==> run_1/wire_density.png <==
(6 px per um) The die is cut into 8 by 9 equal tiles; dark purple is low, yellow is high, scaled to the fullest tile. Values are wire area over tile area, all layers added.
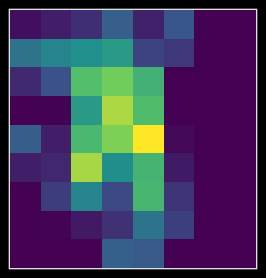
==> run_1/gate_families.png <==
(8 px per um)
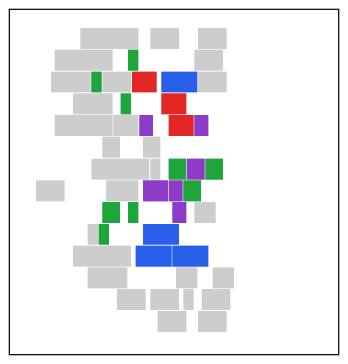
==> run_1/metal_stack.png <==
(8 px per um) Only two layers are drawn.
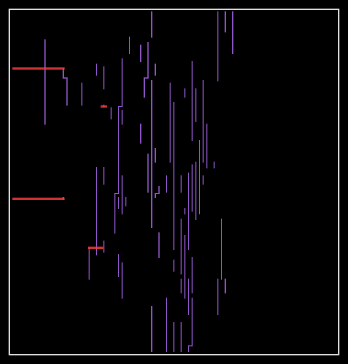
==> run_1/final_placement.png <==
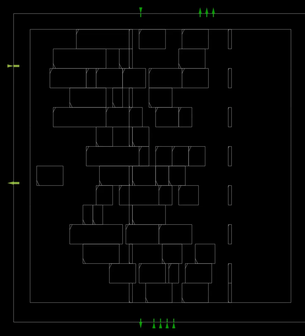
[config.mk]
export PLATFORM = sky130hd
export DESIGN_NAME = fsm
export DESIGN_NICKNAME = d
export VERILOG_FILES = /design/src/rtl/fsm.sv
export SDC_FILE = /design/constraint.sdc
export NUM_CORES = 1
export LEC_CHECK = 0
export CORE_AREA = 2 2 39 41
export CTS_BUF_LIST = sky130_fd_sc_hd__clkbuf_8
export DETAILED_ROUTE_END_ITERATION = 10
export DIE_AREA = 0 0 41 43
export SETUP_SLACK_MARGIN = 0.5
export SYNTH_ARGS = -nofsm -noshare
export SYNTH_HDL_FRONTEND = slang
export SYNTH_SLANG_ARGS = --single-unit
[constraint.sdc]
create_clock -name clk -period 5.7 [get_ports clk]
set_input_delay 1.14 -clock clk [delete_from_list [all_inputs] [get_ports clk]]
set_output_delay 1.14 -clock clk [all_outputs]
set_load 0.01 [all_outputs]
[src/rtl/fsm.sv]
// Parking-lot access controller.
// Tracks how many cars are parked and grants entry or exit requests once per
// clock. The grant decision uses the occupancy count from before the edge.
// When both an entry and an exit are granted in the same cycle the count
// stays the same, but the door still opens once. Both outputs are registered,
// so no combinational path runs from `in` to either output.
module fsm #(
  parameter int unsigned CAPACITY = 10  // legal range 1..15 so the count fits in 4 bits
) (
  input  logic       clk,
  input  logic       rst,
  input  logic [3:0] in,
  output logic [3:0] state,
  output logic       door_open_pulse
);

  // Capacity narrowed to the width of the count register.
  localparam logic [3:0] CAP_L = 4'(CAPACITY);

  // Gate mode switch encoding.
  typedef enum logic [1:0] {
    MODE_NORMAL       = 2'b00,
    MODE_ENTRY_CLOSED = 2'b01,
    MODE_EXIT_CLOSED  = 2'b10,
    MODE_LOCKDOWN     = 2'b11
  } mode_t;

  // Fields of the request/mode bus.
  logic       w_entry_req;
  logic       w_exit_req;
  mode_t      w_mode;

  // Outputs of the mode decode.
  logic       w_entry_en;
  logic       w_exit_en;

  // Grant decisions and the next count.
  logic       w_entry_ok;
  logic       w_exit_ok;
  logic [3:0] w_count_nxt;

  // Registered state.
  logic [3:0] r_count;
  logic       r_pulse;

  // Next count given the two grants. The guards in the grant logic already
  // keep the count from wrapping, so a plain +1/-1 is enough here.
  function automatic logic [3:0] next_count(input logic [3:0] cnt,
                                            input logic       ent_ok,
                                            input logic       ext_ok);
    logic [3:0] res;
    res = cnt;
    unique case ({ent_ok, ext_ok})
      2'b10:   res = cnt + 4'd1;
      2'b01:   res = cnt - 4'd1;
      default: res = cnt;       // neither granted, or both granted (net zero)
    endcase
    return res;
  endfunction

  // Split the request/mode bus into its fields.
  assign w_entry_req = in[3];
  assign w_exit_req  = in[2];
  assign w_mode      = mode_t'(in[1:0]);

  // Mode decode: which directions the switch currently allows.
  always_comb begin
    w_entry_en = 1'b0;
    w_exit_en  = 1'b0;
    unique case (w_mode)
      MODE_NORMAL: begin
        w_entry_en = 1'b1;
        w_exit_en  = 1'b1;
      end
      MODE_ENTRY_CLOSED: begin
        w_entry_en = 1'b0;
        w_exit_en  = 1'b1;
      end
      MODE_EXIT_CLOSED: begin
        w_entry_en = 1'b1;
        w_exit_en  = 1'b0;
      end
      MODE_LOCKDOWN: begin
        w_entry_en = 1'b0;
        w_exit_en  = 1'b0;
      end
      default: begin
        w_entry_en = 1'b0;
        w_exit_en  = 1'b0;
      end
    endcase
  end

  // Grant logic on the pre-edge count. An entry is refused when the lot is
  // full, and an exit is refused when the lot is empty.
  always_comb begin
    w_entry_ok  = w_entry_req & w_entry_en & (r_count < CAP_L);
    w_exit_ok   = w_exit_req  & w_exit_en  & (r_count != 4'd0);
    w_count_nxt = next_count(r_count, w_entry_ok, w_exit_ok);
  end

  // Occupancy register and door pulse. Reset overrides and discards any
  // request sampled on the same edge.
  always_ff @(posedge clk) begin
    if (rst) begin
      r_count <= 4'd0;
      r_pulse <= 1'b0;
    end else begin
      r_count <= w_count_nxt;
      r_pulse <= w_entry_ok | w_exit_ok;
    end
  end

  assign state           = r_count;
  assign door_open_pulse = r_pulse;

endmodule

==> impl_metrics.json, run 1 <==
{
  "synth_area_um2": 328,
  "firstDrtPassIters": 2,
  "cp_num_buf_inv": 2,
  "core_area_um2": 1380,
  "p_total_uw": 144,
  "intPower_uw": 107,
  "initial_core_util_pct": 23.7,
  "seq_area_frac_synth_pct": 30.5,
  "critPathRequiredTime_ns": 5.80,
  "hold_viol": 0,
  "ir_drop_mv": 0.198,
  "crit_cells": 7,
  "synth_cells": 37,
  "seq_power_share_pct": 30.9,
  "netSwitchingFraction_pct": 26.2,
  "synth-xor-area-share_pct": 8.02,
  "period_needed_ns": 2.95,
  "buffers": 10,
  "tightestPinTransition_ns": 0.260,
  "cts_buffers": 3,
  "r2r.worst_path.cells": 10,
  "wl_met2_um": 308,
  "dp.cells": 63,
  "ys_sh_mux_pct": 6.49,
  "setup_slack_ns": 2.75,
  "maxPowerGroup": "the clock network",
  "ys_types": 19,
  "status": "finished, final reports clean",
  "hp-start": "state[3]$_SDFFE_PP0P_",
  "crit_chain": "clkdlybuf4s50_1 -> nand3b_1 -> ha_1 -> inv_2 -> or3_1 -> o32ai_1 -> mux2_1",
  "setup.worst_path.start": "in[0]",
  "comb_cells": 30,
  "use_met3_pct": 3.14,
  "synth_nets": 47,
  "ios": 11,
  "drv_slew": 0,
  "cts_tree": "done",
  "rrSetupSlack_ns": 3.33,
  "min_path_cells": 2,
  "synth-edff-count": 0,
  "max_slew_margin_pct": 82.6,
  "holdPathEnd": "state[3]$_SDFFE_PP0P_",
  "gp_congestion": 0.718,
  "crit_path_start_kind": "input port",
  "setup_tns_ns": 0,
  "p_seq_uw": 44.6,
  "drt_iter0_drc": 2,
  "combPwrFrac_pct": 25.4,
  "sh_seq_area_pct": 20.3,
  "grt_use_met2_pct": 14.7,
  "clkPwrFrac_pct": 43.7,
  "setup.worst_path.class": "input port to flop",
  "setup_violations": 0,
  "clock_sinks": 5,
  "cts.repair.resized": 0,
  "async_reset_ff_share_pct": 0,
  "grt-ovfl-total": 0,
  "cap_viol_max_count": 0,
  "pg_comb_uw": 36.7,
  "reg2reg_to": "state[2]$_SDFFE_PP0P_",
  "wl_met3_um": 14,
  "fp.dieArea_um2": 1760
}
Back to the opening pictures, wire_density.png:
The densest ninth of the die: middle. The mean over all tiles is 0.057. 40% of the tiles are nearly empty. The emptiest ninth of the die: right middle. 18% of the tiles are over half the peak.
Post-Route WL: 634 um
vias: 301
Total GRT Usage: 10.3%
WL/cell: 9.46 um

Back to the opening pictures, gate_families.png:
Key: purple = inverting AOI/OAI gates [cells 6, where middle]; blue = adder and majority cells [cells 4]; green = NOR gates [cells 9]; red = XOR/XNOR gates [cells 3]
commonest non-fill, non-tap cell in the layout: clkdlybuf4s50_1
multi-input combinational area share: 44.7%
Post-Layout Cell Count: 67

Back to the opening pictures, metal_stack.png:
Key: red = met3 [wire length 14.3 um]; purple = met2 [wire length 309 um]

Back to the opening pictures, final_placement.png:
FP Rows: 14
Core Util, Final: 35.6%
well tap count: 16
flip-flops: 5
Filler Cells Inserted: 147

==> run_1/drive_strength.png <==
(8 px per um)
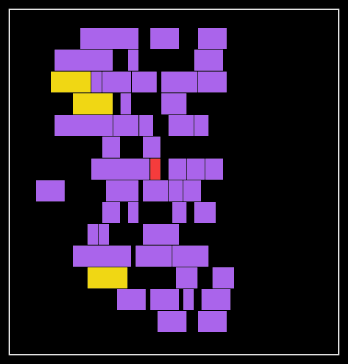

==> run 1 -> run 2 <==
clock period = 2.64 ns   (was 5.7 ns; I/O delays follow)
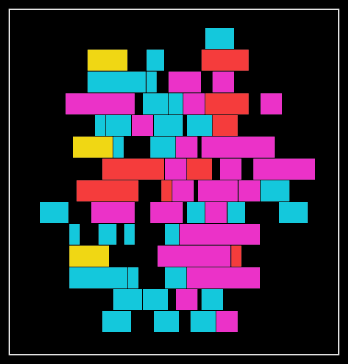
(run_2/drive_strength.png)
(8 px per um)
Key: magenta = drive 3 to 4 [cells 22, share 35%]; red = drive 2 [cells 8, share 13%]; cyan = drive 1 or less [cells 30, share 48%]; yellow = drive 6 and up [cells 3, share 4.8%]
area grow syn2layout: 111%
Non-CTS buffers: 22
Design Area, Final: 693 um^2

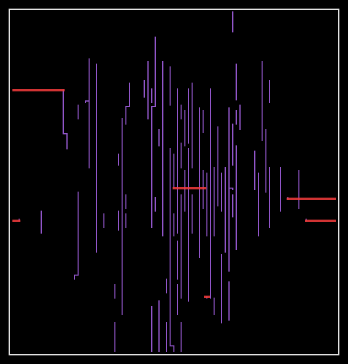
(run_2/metal_stack.png)
(8 px per um) Only two layers are drawn.
Key: purple = met2 [wire length 533 um]; red = met3 [wire length 20.5 um]
Total GRT Usage: 12.2%
vias: 354

==> run 2 against run 1 <==
Largest cell class unchanged; synthesized cell count stayed put; global-route usage increased by 1.9 points; clock power increased by 110%; clock skew is essentially flat; sequential share of layout area decreased by 5.0 points; largest power group is now combinational cells.
==> impl_metrics.json, run 2 <==
{
  "clock_sinks": 5,
  "initial_core_util_pct": 23.7,
  "cts_buffers": 3,
  "async_reset_ff_share_pct": 0,
  "tightestPinTransition_ns": 0.330,
  "gp_congestion": 0.679,
  "synth_area_um2": 328,
  "fin_cells": 79,
  "wl_met2_um": 533,
  "min_path_cells": 2,
  "pg_comb_uw": 157,
  "grt_use_met2_pct": 18.4,
  "holdPathEnd": "state[3]$_SDFFE_PP0P_",
  "use_met3_pct": 1.57,
  "hold_viol": 0,
  "drt_iter0_drc": 0,
  "drv_slew": 0,
  "grt-ovfl-total": 0,
  "setup_slack_ns": 0.422,
  "p_seq_uw": 92.5,
  "largest_class": "combinational gates",
  "cts_tree": "done",
  "wl_per_cell_um": 11.6,
  "synth_cells": 37,
  "period_needed_ns": 2.22,
  "layout_top_cell": "buf_4",
  "num_rows": 14,
  "seq_area_frac_synth_pct": 30.5,
  "routed_wl_um": 920,
  "fp.dieArea_um2": 1760,
  "ff_count": 5,
  "setup.worst_path.start": "state[0]$_SDFFE_PP0P_",
  "status": "finished, final reports clean",
  "ys_types": 19,
  "intPower_uw": 277,
  "core_area_um2": 1380,
  "dp.cells": 65,
  "p_total_uw": 383,
  "firstDrtPassIters": 1,
  "crit_chain": "or4_4 -> nand3b_1 -> inv_2 -> ha_4 -> nor2b_4 -> a31oi_4 -> o32ai_4 -> mux2_4",
  "synth-xor-area-share_pct": 8.02,
  "cap_viol_max_count": 0,
  "setup_tns_ns": 0,
  "clkPwrFrac_pct": 34.8,
  "hp-start": "state[3]$_SDFFE_PP0P_",
  "fillCellCount": 135,
  "sh_seq_area_pct": 15.3,
  "crit_path_start_kind": "flop",
  "setup_violations": 0,
  "maxPowerGroup": "combinational cells",
  "synth_nets": 47,
  "cts.repair.resized": 14,
  "synth-edff-count": 0,
  "comb_cells": 30,
  "critPathRequiredTime_ns": 2.74,
  "finish.utilization_pct": 50.1,
  "combPwrFrac_pct": 41.0
}
Power is estimated from default activity; no workload was simulated.
